File: src/rtl/rob_multi_cdb.sv
// rob_multi_cdb: reorder buffer with NUM_CDB writeback channels, in-order
// single retire, flush on mispredicted retire, and two bypassed lookup ports.
module rob_multi_cdb #(
   parameter int ROB_DEPTH    = 16,
   parameter int ROB_IDX_SIZE = $clog2(ROB_DEPTH),
   parameter int GPR_SIZE     = 64,
   parameter int GPR_IDX_SIZE = 5,
   parameter int NUM_CDB      = 2
) (
   input  logic                            in_clk,
   input  logic                            in_rst,
   input  logic                            in_alloc_valid,
   input  logic [GPR_IDX_SIZE-1:0]         in_alloc_dst,
   input  logic                            in_alloc_set_nzcv,
   output logic                            out_alloc_ready,
   output logic [ROB_IDX_SIZE-1:0]         out_alloc_rob_index,
   input  logic [NUM_CDB-1:0]              in_wb_valid,
   input  logic [NUM_CDB*ROB_IDX_SIZE-1:0] in_wb_rob_index,
   input  logic [NUM_CDB*GPR_SIZE-1:0]     in_wb_value,
   input  logic [NUM_CDB*4-1:0]            in_wb_nzcv,
   input  logic [NUM_CDB-1:0]              in_wb_mispred,
   input  logic [2*ROB_IDX_SIZE-1:0]       in_rd_rob_index,
   output logic [1:0]                      out_rd_ready,
   output logic [2*GPR_SIZE-1:0]           out_rd_value,
   output logic                            out_commit_valid,
   output logic [GPR_IDX_SIZE-1:0]         out_commit_reg_index,
   output logic [GPR_SIZE-1:0]             out_commit_value,
   output logic                            out_commit_set_nzcv,
   output logic [3:0]                      out_commit_nzcv,
   output logic [ROB_IDX_SIZE-1:0]         out_commit_rob_index,
   output logic                            out_flush,
   output logic [ROB_IDX_SIZE:0]           out_count
);

   localparam logic [ROB_IDX_SIZE:0]   FULL_CNT = (ROB_IDX_SIZE+1)'(ROB_DEPTH);
   localparam logic [ROB_IDX_SIZE:0]   CNT_ONE  = 1;
   localparam logic [ROB_IDX_SIZE-1:0] IDX_ONE  = 1;

   logic [ROB_DEPTH-1:0]                   valid_q, valid_d, done_q, done_d;
   logic [ROB_DEPTH-1:0]                   mispred_q, mispred_d, setf_q, setf_d;
   logic [ROB_DEPTH-1:0][GPR_IDX_SIZE-1:0] dst_q, dst_d;
   logic [ROB_DEPTH-1:0][GPR_SIZE-1:0]     value_q, value_d;
   logic [ROB_DEPTH-1:0][3:0]              nzcv_q, nzcv_d;
   logic [ROB_IDX_SIZE-1:0]                head_q, head_d, tail_q, tail_d;
   logic [ROB_IDX_SIZE:0]                  count_q, count_d;

   logic                                   cm_valid_q, cm_valid_d, cm_setf_q, cm_setf_d;
   logic                                   flush_q, flush_d;
   logic [GPR_IDX_SIZE-1:0]                cm_reg_q, cm_reg_d;
   logic [GPR_SIZE-1:0]                    cm_value_q, cm_value_d;
   logic [3:0]                             cm_nzcv_q, cm_nzcv_d;
   logic [ROB_IDX_SIZE-1:0]                cm_idx_q, cm_idx_d;

   logic                                   alloc_fire, commit_fire;
   logic [ROB_IDX_SIZE-1:0]                wb_idx, rd_idx, bp_idx;

   assign out_alloc_ready      = (count_q != FULL_CNT);
   assign out_alloc_rob_index  = tail_q;
   assign out_count            = count_q;
   assign out_commit_valid     = cm_valid_q;
   assign out_commit_reg_index = cm_reg_q;
   assign out_commit_value     = cm_value_q;
   assign out_commit_set_nzcv  = cm_setf_q;
   assign out_commit_nzcv      = cm_nzcv_q;
   assign out_commit_rob_index = cm_idx_q;
   assign out_flush            = flush_q;

   // Next-state: writeback, allocate, retire, then flush overriding everything.
   always_comb begin
      valid_d   = valid_q;
      done_d    = done_q;
      mispred_d = mispred_q;
      setf_d    = setf_q;
      dst_d     = dst_q;
      value_d   = value_q;
      nzcv_d    = nzcv_q;
      head_d    = head_q;
      tail_d    = tail_q;
      count_d   = count_q;
      wb_idx    = '0;

      alloc_fire  = in_alloc_valid && out_alloc_ready;
      commit_fire = valid_q[head_q] && done_q[head_q];

      // Highest channel first so the lowest-numbered channel lands last and wins.
      for (int k = NUM_CDB-1; k >= 0; k--) begin
         wb_idx = in_wb_rob_index[k*ROB_IDX_SIZE +: ROB_IDX_SIZE];
         if (in_wb_valid[k] && valid_q[wb_idx]) begin
            done_d[wb_idx]    = 1'b1;
            mispred_d[wb_idx] = in_wb_mispred[k];
            value_d[wb_idx]   = in_wb_value[k*GPR_SIZE +: GPR_SIZE];
            nzcv_d[wb_idx]    = in_wb_nzcv[k*4 +: 4];
         end
      end

      // Tail slot is never valid while not full, so no writeback collides here.
      if (alloc_fire) begin
         valid_d[tail_q]   = 1'b1;
         done_d[tail_q]    = 1'b0;
         mispred_d[tail_q] = 1'b0;
         dst_d[tail_q]     = in_alloc_dst;
         setf_d[tail_q]    = in_alloc_set_nzcv;
         tail_d            = tail_q + IDX_ONE;
      end

      if (commit_fire) begin
         valid_d[head_q] = 1'b0;
         head_d          = head_q + IDX_ONE;
      end

      case ({alloc_fire, commit_fire})
         2'b10:   count_d = count_q + CNT_ONE;
         2'b01:   count_d = count_q - CNT_ONE;
         default: count_d = count_q;
      endcase

      cm_valid_d = commit_fire;
      cm_reg_d   = commit_fire ? dst_q[head_q]   : '0;
      cm_value_d = commit_fire ? value_q[head_q] : '0;
      cm_setf_d  = commit_fire && setf_q[head_q];
      cm_nzcv_d  = commit_fire ? nzcv_q[head_q]  : '0;
      cm_idx_d   = commit_fire ? head_q          : '0;
      flush_d    = commit_fire && mispred_q[head_q];

      // Mispredicted retire drops every younger entry and any same-cycle traffic.
      if (flush_d) begin
         valid_d = '0;
         head_d  = head_q + IDX_ONE;
         tail_d  = head_q + IDX_ONE;
         count_d = '0;
      end
   end

   // Operand lookup with same-cycle writeback bypass (lowest channel wins).
   always_comb begin
      out_rd_ready = '0;
      out_rd_value = '0;
      rd_idx       = '0;
      bp_idx       = '0;
      for (int p = 0; p < 2; p++) begin
         rd_idx = in_rd_rob_index[p*ROB_IDX_SIZE +: ROB_IDX_SIZE];
         out_rd_ready[p] = valid_q[rd_idx] && done_q[rd_idx];
         out_rd_value[p*GPR_SIZE +: GPR_SIZE] = value_q[rd_idx];
         for (int k = NUM_CDB-1; k >= 0; k--) begin
            bp_idx = in_wb_rob_index[k*ROB_IDX_SIZE +: ROB_IDX_SIZE];
            if (in_wb_valid[k] && (bp_idx == rd_idx) && valid_q[rd_idx]) begin
               out_rd_ready[p] = 1'b1;
               out_rd_value[p*GPR_SIZE +: GPR_SIZE] = in_wb_value[k*GPR_SIZE +: GPR_SIZE];
            end
         end
      end
   end

   // State registers with synchronous reset.
   always_ff @(posedge in_clk) begin
      if (in_rst) begin
         valid_q    <= '0;
         done_q     <= '0;
         mispred_q  <= '0;
         setf_q     <= '0;
         dst_q      <= '0;
         value_q    <= '0;
         nzcv_q     <= '0;
         head_q     <= '0;
         tail_q     <= '0;
         count_q    <= '0;
         cm_valid_q <= 1'b0;
         cm_reg_q   <= '0;
         cm_value_q <= '0;
         cm_setf_q  <= 1'b0;
         cm_nzcv_q  <= '0;
         cm_idx_q   <= '0;
         flush_q    <= 1'b0;
      end else begin
         valid_q    <= valid_d;
         done_q     <= done_d;
         mispred_q  <= mispred_d;
         setf_q     <= setf_d;
         dst_q      <= dst_d;
         value_q    <= value_d;
         nzcv_q     <= nzcv_d;
         head_q     <= head_d;
         tail_q     <= tail_d;
         count_q    <= count_d;
         cm_valid_q <= cm_valid_d;
         cm_reg_q   <= cm_reg_d;
         cm_value_q <= cm_value_d;
         cm_setf_q  <= cm_setf_d;
         cm_nzcv_q  <= cm_nzcv_d;
         cm_idx_q   <= cm_idx_d;
         flush_q    <= flush_d;
      end
   end

endmodule

File: config.mk
export PLATFORM = sky130hd
export DESIGN_NAME = rob_multi_cdb
export DESIGN_NICKNAME = d
export VERILOG_FILES = /design/src/rtl/rob_multi_cdb.sv
export SDC_FILE = /design/constraint.sdc
export NUM_CORES = 2
export LEC_CHECK = 0
export CAP_MARGIN = 25
export CORE_MARGIN = 3
export CORE_UTILIZATION = 40
export CTS_CLUSTER_DIAMETER = 120
export DETAILED_ROUTE_END_ITERATION = 8
export GPL_TIMING_DRIVEN = 1
export SYNTH_ARGS = -nofsm -noshare
export SYNTH_HDL_FRONTEND = slang
export SYNTH_SLANG_ARGS = --single-unit
export TNS_END_PERCENT = 1
File: constraint.sdc
create_clock -name in_clk -period 6 [get_ports in_clk]
set_clock_uncertainty 0.05 [all_clocks]
set_input_delay 0.6 -clock in_clk [delete_from_list [all_inputs] [get_ports in_clk]]
set_output_delay 0.6 -clock in_clk [all_outputs]
set_load 0.01 [all_outputs]
**Track usage over the die**

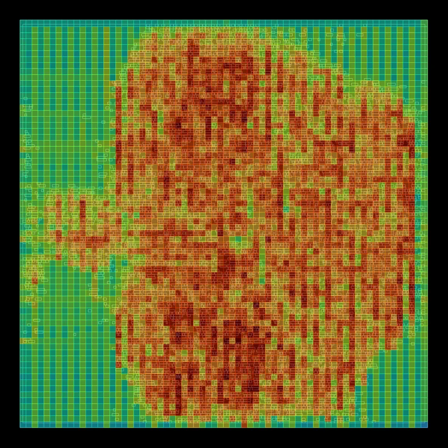
grt met3 use: 0.0953
gr busiest metal: met2
post-DR wirelength/cell: 32.2 um
met2 GRT Util: 0.458

**Ports around the boundary**

(1 px per um) Pins as bars across the die edge, other pins in gray.
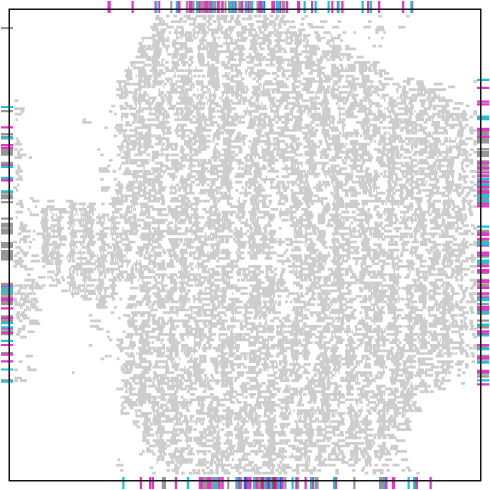
| port | color | pins | direction | edge |
|---|---|---|---|---|
| `out_commit_value` | cyan | 64 | output | 21 right, 18 top, 13 bottom, 12 left |
| `in_wb_valid` | red | 2 | input | bottom |
| `in_rd_rob_index` | blue | 8 | input | 7 bottom, 1 top |
| `in_wb_value` | magenta | 128 | input | 43 right, 39 top, 31 bottom, 15 left |

==> results.json <==
{
  "inv_count": 44,
  "ys.flop_type": "dfxtp_1",
  "timing.rr.start": "head_q[3]",
  "rsz0062_at_grt": "false",
  "power.group.top": "the clock network",
  "use_met1": 0.396,
  "syn_nets": 8439,
  "comb_cells": 5730,
  "hold_violations": 0,
  "utilization": 0.453,
  "endpoint": "out_rd_value[99]",
  "synth_top_area_share": 0.308,
  "flops": 1325,
  "r2r_slack_ps": 1520,
  "io_pins": 385,
  "io_buffer_count": 384,
  "cts_tree": "yes",
  "critPathBufInv": 3,
  "hpwlAfterDp_um": 199000,
  "finalCritPeriodShare": 0.883,
  "grt_remaining_overflow": 0,
  "final_common_cell": "dfxtp_1",
  "grtUsageTotal": 0.304,
  "synth_cells": 8262,
  "edf_count": 0,
  "regArea_um2": 26500,
  "holdPathEnd": "dst_q[54]",
  "ys_area_um2": 86100,
  "holdWs_ps": 205,
  "die_area_um2": 221000,
  "cts_resized": 0,
  "die_h_um": 470,
  "cpPeakStageDelay_ps": 720,
  "cts_made_buffers": 160,
  "syn_area_um2": 86100,
  "powerSeq_w": 0.00885,
  "status": "finished, final reports clean",
  "drt_iter0_markers": 9957,
  "largest_reg_flops": 1024
}
**A small window of the routed layout**

Window x 222 to 247, y 128 to 153 um. Cells in gray, sequential cells in the stronger gray; small squares are vias.
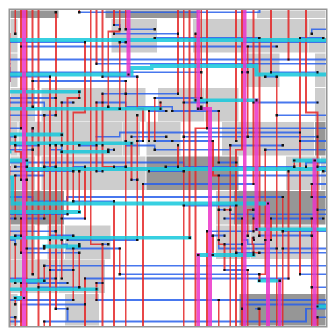
| layer | color |
|---|---|
| met1 | blue |
| met4 | magenta |
| met2 | red |
| met3 | cyan |
netlist names of flops here include: `value_q` (4)
most frequent: mux2i_1 (6), dfxtp_1 (4)
cells with their middle in the window: 25
sequential cells in the window: 4

**Sequential cells colored by netlist name**

(1 px per um)
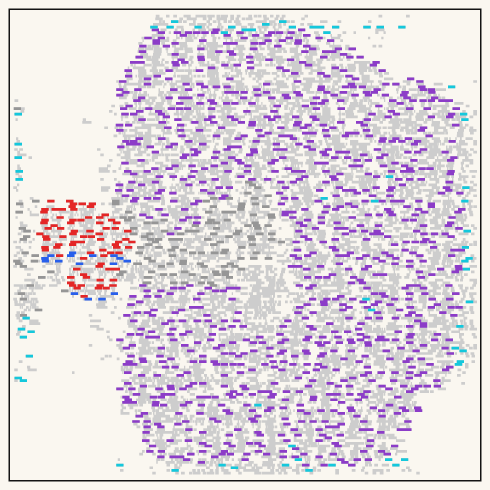
| netlist name | color | flops |
|---|---|---|
| `value_q` | purple | 1024 |
| `out_commit_value` | cyan | 64 |
| `setf_q` | blue | 16 |
| `dst_q` | red | 80 |
not colored: 141

